--- config.mk ---
export PLATFORM = sky130hd
export DESIGN_NAME = dict_mem_arbiter
export DESIGN_NICKNAME = d
export VERILOG_FILES = /design/src/rtl/dict_arb_pkg.sv /design/src/rtl/dict_arb_rr2.sv /design/src/rtl/dict_mem_arbiter.sv
export SDC_FILE = /design/constraint.sdc
export NUM_CORES = 1
export LEC_CHECK = 0
export CORE_MARGIN = 4
export CORE_UTILIZATION = 31
export DETAILED_ROUTE_END_ITERATION = 6
export PLACE_DENSITY = 0.81
export REMOVE_ABC_BUFFERS = 1
export SLEW_MARGIN = 20
export SYNTH_ARGS = -nofsm -noshare
export SYNTH_HDL_FRONTEND = slang
export SYNTH_SLANG_ARGS = --single-unit
--- constraint.sdc ---
create_clock -name clock -period 2.02 [get_ports clock]
set_input_delay 0.202 -clock clock [delete_from_list [all_inputs] [get_ports clock]]
set_output_delay 0.202 -clock clock [all_outputs]
set_load 0.05 [all_outputs]
--- src/rtl/dict_arb_pkg.sv ---
// Shared types and default widths for the dictionary ROM arbiter.
package dict_arb_pkg;

  localparam int unsigned ADDR_W_DEF = 12;
  localparam int unsigned DATA_W_DEF = 32;

  typedef enum logic {
    ARB      = 1'b0,
    LOCK_ENG = 1'b1
  } state_e;

  typedef enum logic {
    OWNER_CPU = 1'b0,
    OWNER_ENG = 1'b1
  } owner_e;

endpackage

--- src/rtl/dict_arb_rr2.sv ---
// Two-way round-robin pick: bit 0 = CPU, bit 1 = engine; a tie goes to
// whichever requester did not own the ROM last.
module dict_arb_rr2
  import dict_arb_pkg::*;
(
  input  logic [1:0] i_req,
  input  owner_e     i_last_owner,
  output logic [1:0] o_gnt
);

  always_comb begin
    o_gnt = '0;
    case (i_req)
      2'b01:   o_gnt = 2'b01;
      2'b10:   o_gnt = 2'b10;
      2'b11:   o_gnt = (i_last_owner == OWNER_ENG) ? 2'b01 : 2'b10;
      default: o_gnt = '0;
    endcase
  end

endmodule

--- src/rtl/dict_mem_arbiter.sv ---
// Arbitrates the single-port dictionary ROM between CPU and engine, with a
// bounded engine lock. Optional grant/stall counters via DICT_ARB_STATS_EN.
module dict_mem_arbiter
  import dict_arb_pkg::*;
#(
  parameter int unsigned ADDR_W   = ADDR_W_DEF,
  parameter int unsigned DATA_W   = DATA_W_DEF,
  parameter int unsigned LOCK_MAX = 16
) (
  input  logic              clock,
  input  logic              reset,
  input  logic              cpu_req,
  input  logic [ADDR_W-1:0] cpu_addr,
  output logic              cpu_gnt,
  output logic              cpu_rvalid,
  output logic [DATA_W-1:0] cpu_rdata,
  input  logic              eng_req,
  input  logic              eng_lock,
  input  logic [ADDR_W-1:0] eng_addr,
  output logic              eng_gnt,
  output logic              eng_rvalid,
  output logic [DATA_W-1:0] eng_rdata,
  output logic [ADDR_W-1:0] rom_addr,
  input  logic [DATA_W-1:0] rom_data
`ifdef DICT_ARB_STATS_EN
  ,
  output logic [31:0]       cpu_grant_cnt,
  output logic [31:0]       eng_grant_cnt,
  output logic [31:0]       stall_cnt
`endif
);

  localparam logic [7:0] LOCK_MAX_C = 8'(LOCK_MAX);
  // With LOCK_MAX == 1 the first locked grant is also the last one.
  localparam bit         LOCK_EN    = (LOCK_MAX > 1);

  state_e            r_state;
  state_e            w_state_nxt;
  owner_e            r_last_owner;
  logic [7:0]        r_lock_cnt;
  logic [ADDR_W-1:0] r_addr;
  logic              r_cpu_rvalid;
  logic              r_eng_rvalid;
  logic [1:0]        w_rr_gnt;
  logic              w_cpu_gnt;
  logic              w_eng_gnt;
  logic              w_lock_done;
  logic              w_lock_start;

  dict_arb_rr2 u_rr2 (
    .i_req        ({eng_req, cpu_req}),
    .i_last_owner (r_last_owner),
    .o_gnt        (w_rr_gnt)
  );

  assign w_lock_done  = (r_lock_cnt + 8'd1) >= LOCK_MAX_C;
  assign w_lock_start = w_eng_gnt && eng_lock && LOCK_EN;

  always_ff @(posedge clock) begin
    if (!reset) begin
      r_state <= ARB;
    end else begin
      r_state <= w_state_nxt;
    end
  end

  always_comb begin
    w_state_nxt = r_state;
    case (r_state)
      ARB: begin
        if (w_lock_start) w_state_nxt = LOCK_ENG;
      end
      LOCK_ENG: begin
        // Forced release wins over a still-asserted eng_lock.
        if ((w_eng_gnt && !eng_lock) || w_lock_done) w_state_nxt = ARB;
      end
    endcase
  end

  always_comb begin
    w_cpu_gnt = 1'b0;
    w_eng_gnt = 1'b0;
    if (reset) begin
      case (r_state)
        ARB:      {w_eng_gnt, w_cpu_gnt} = w_rr_gnt;
        LOCK_ENG: w_eng_gnt = eng_req;
      endcase
    end
  end

  always_ff @(posedge clock) begin
    if (!reset) begin
      r_lock_cnt <= '0;
    end else if (r_state == ARB) begin
      r_lock_cnt <= w_lock_start ? 8'd1 : 8'd0;
    end else begin
      r_lock_cnt <= w_lock_done ? LOCK_MAX_C : r_lock_cnt + 8'd1;
    end
  end

  always_ff @(posedge clock) begin
    if (!reset) begin
      r_last_owner <= OWNER_ENG;
      r_addr       <= '0;
      r_cpu_rvalid <= 1'b0;
      r_eng_rvalid <= 1'b0;
    end else begin
      r_cpu_rvalid <= w_cpu_gnt;
      r_eng_rvalid <= w_eng_gnt;
      if (w_cpu_gnt) begin
        r_last_owner <= OWNER_CPU;
        r_addr       <= cpu_addr;
      end else if (w_eng_gnt) begin
        r_last_owner <= OWNER_ENG;
        r_addr       <= eng_addr;
      end
    end
  end

  assign cpu_gnt  = w_cpu_gnt;
  assign eng_gnt  = w_eng_gnt;
  assign rom_addr = w_cpu_gnt ? cpu_addr : (w_eng_gnt ? eng_addr : r_addr);

  // Gating with reset drops a response still in flight when reset arrives.
  assign cpu_rvalid = r_cpu_rvalid && reset;
  assign eng_rvalid = r_eng_rvalid && reset;
  assign cpu_rdata  = cpu_rvalid ? rom_data : '0;
  assign eng_rdata  = eng_rvalid ? rom_data : '0;

`ifdef DICT_ARB_STATS_EN
  logic [31:0] r_cpu_grant_cnt;
  logic [31:0] r_eng_grant_cnt;
  logic [31:0] r_stall_cnt;
  logic        w_stall;

  assign w_stall = (cpu_req && !w_cpu_gnt) || (eng_req && !w_eng_gnt);

  always_ff @(posedge clock) begin
    if (!reset) begin
      r_cpu_grant_cnt <= '0;
      r_eng_grant_cnt <= '0;
      r_stall_cnt     <= '0;
    end else begin
      if (w_cpu_gnt && (r_cpu_grant_cnt != '1)) r_cpu_grant_cnt <= r_cpu_grant_cnt + 32'd1;
      if (w_eng_gnt && (r_eng_grant_cnt != '1)) r_eng_grant_cnt <= r_eng_grant_cnt + 32'd1;
      if (w_stall && (r_stall_cnt != '1))       r_stall_cnt     <= r_stall_cnt + 32'd1;
    end
  end

  assign cpu_grant_cnt = r_cpu_grant_cnt;
  assign eng_grant_cnt = r_eng_grant_cnt;
  assign stall_cnt     = r_stall_cnt;
`endif

endmodule

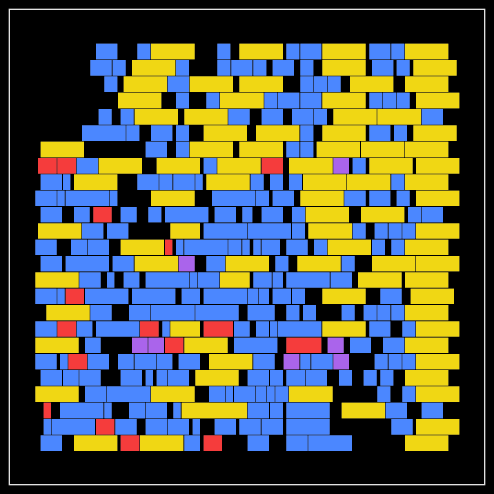
(cell sizes after repair)
Scale: 6 px per µm.
drive 2 -> red  # cells 16
drive 1 or less -> blue  # cells 219
drive 6 and up -> yellow  # cells 86
drive 3 to 4 -> purple  # cells 7
Non-clock buffers: 149
Finished Cell Area: 3950 µm²
slack of the critical path: 0.0521 ns
P&R area growth vs syn: 153%

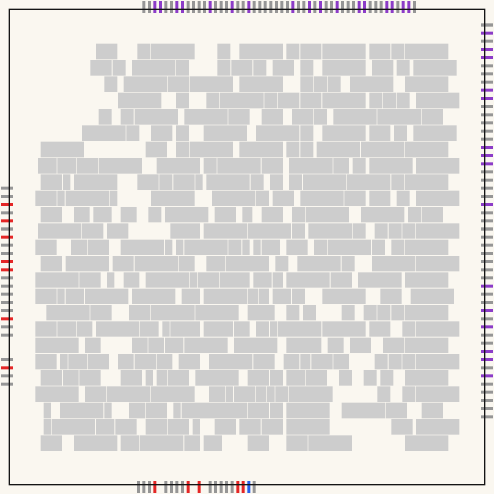
(pin map)
Scale: 6 px per µm. Pins as bars across the die edge, other pins in gray.
`eng_rdata` -> purple  # pins 32, direction output, edge 17 top, 15 right
`eng_req` -> blue  # pins 1, direction input, edge bottom
`eng_addr` -> red  # pins 12, direction input, edge 7 left, 5 bottom
all pins by edge = 50 top, 49 right, 23 left, 19 bottom

==> results.ini <==
[power_and_ir_drop]
pwr-share-clk=0.229
leakage_nw=1.79
p_comb_w=0.000913

[layout]
final_util=0.821
n_antenna_cell=0

[status]
status=complete, no violations

[place]
gp_congestion=0.843
portBuffers=140
dp_hpwl_um=5880
place_inst=391

[detailed_routing]
first_pass_iters=6
routed_wl_um=7300
viasPerCell=5.18
drcViolationCount=0

[yosys]
enable_flop_cells=0
ys_seq_share=0.307
ys_types=35
yosys_most_used_dff=dfxtp_1
ys_warn_count=0
synth.area.top_cells=dfxtp_1 31%, and3_1 26%, mux2i_1 7.7%, a211oi_1 5.8%, a21oi_1 3.8%

[critical_path]
cp_common_cell=buf_12
rrSetupSlack_ns=0.36
worstPathCellList=and2b_1, nand3_1, buf_12, nor2_1, a21oi_1, buf_12
path_depth=6
rr_worst_depth=5
crit_type=reg -> out

[cts]
h-tree-depth=1
ctsRootBufferMaster=clkbuf_8
cts_setup_buffers=0
cts_tree=built
clock_path_buffers=2
clock-sinks=24

[worst_hold_path]
hold_path.class=reg -> reg

[final_timing]
tns_ns=0
finalClockPeriodUsage=0.974
hold_ws_ns=0.506
max_freq_mhz=508

[die]
rows=25
initCoreUtil=0.324

[grt]
grt_pass1_vias=2014
grt_usage=0.216
grtUsageMet3=0.0499
grt_util_met2=0.436

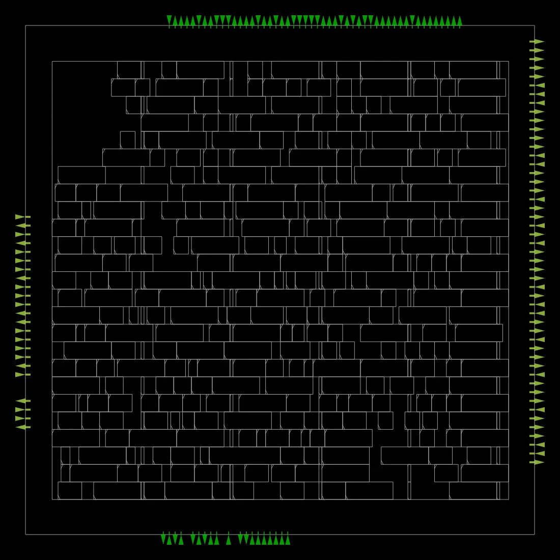
(cell outlines without signal wires)
fillers: 277
n_taps: 67

==> how the worst min path moves through the flow <==
stage,from,to,depth (start not counted)
global placement,r_lock_cnt[0]$_SDFF_PN0_,r_lock_cnt[0]$_SDFF_PN0_,1
global route,r_lock_cnt[0]$_SDFF_PN0_,r_lock_cnt[0]$_SDFF_PN0_,1
floorplan,eng_req,r_last_owner$_SDFFE_PN1P_,1
finish,r_lock_cnt[0]$_SDFF_PN0_,r_lock_cnt[0]$_SDFF_PN0_,1
CTS,r_lock_cnt[0]$_SDFF_PN0_,r_lock_cnt[0]$_SDFF_PN0_,1
detailed placement,r_lock_cnt[0]$_SDFF_PN0_,r_lock_cnt[0]$_SDFF_PN0_,1
==> worst reg2reg max path, delay by kind of cell, from the launching register on <==
| family | cells | cell delay (ns) |
|---|---|---|
| AOI/OAI and AO/OA | 3 | 0.78 |
| DFF | 1 | 0.34 |
| adders and majority gates | 1 | 0.25 |
| and+or+nand+nor | 1 | 0.20 |
==> area by class of cell <==
type	instances	area (µm²)	area share
Timing Repair Buffer	149	2290	0.580
Clock inverter	1	30.0	0.00759
Sequential cell	24	480	0.122
Clock buffer	3	41.3	0.0104
Multi-Input combinational cell	148	1010	0.256
Inverter	3	11.3	0.00285
Tap cell	67	83.8	0.0212
==> logic make-up (layout without fill, tap and decap cells) <==
kind of cell    Yosys count  in the layout  synth area share
simple gates             95             95             0.355
compound gates           33             33             0.150
flops                    24             24             0.307
buf+inv                  24            156            0.0785
mux                      12             12            0.0769
xor+xnor                  4              4            0.0224
fa+ha+maj                 1              1           0.00801
other cells               1              3           0.00240
==> Yosys cell counts, types with 2 or more instances <==
cell type	number
and3_1	64
dfxtp_1	24
clkbuf_1	14
a211oi_1	12
a21oi_1	12
mux2i_1	12
nor2_1	12
buf_2	4
nand2_1	4
nand3_1	3
and2_1	2
inv_2	2
nand4_1	2
nor4_1	2
o211a_1	2
o21ai_1	2
xnor2_1	2
xor2_1	2
==> per-layer routing <==
| metal | part of all wire | routed length [µm] |
|---|---|---|
| met4 | 0.021 | 154 |
| met5 | 0 | 0 |
| met2 | 0.55 | 3990 |
| met1 | 0.36 | 2620 |
| met3 | 0.073 | 536 |
==> stage by stage <==
stage	total power (W)	setup WS, ns
global placement	0.00140	0.0935
CTS	0.00185	0.0244
floorplan	0.000906	-0.491
detailed placement	0.00142	0.0522
finish	0.00186	0.0521
global route	0.00192	0.000153
==> cell usage in the layout (no fill, tap or decap), types with 2 or more instances in the layout <==
cell type         n
nor4_1            2
a211oi_1         12
xor2_1            2
xnor2_1           2
nor2_1           12
nand4_1           2
buf_12           82
conb_1            3
nand2_1           4
o21ai_1           2
clkdlybuf4s50_1  60
inv_2             2
o211a_1           2
nand3_1           3
buf_4             7
mux2i_1          11
clkbuf_8          3
a21oi_2          11
and3_1           64
and2_1            2
dfxtp_1          24
==> state kept, by name (all words and copies together), names as in the netlist <==
register      flops
r_last_owner      1
r_state           1
r_cpu_rvalid      1
r_eng_rvalid      1
r_addr           12
r_lock_cnt        8
Power and IR drop assume default switching activity.
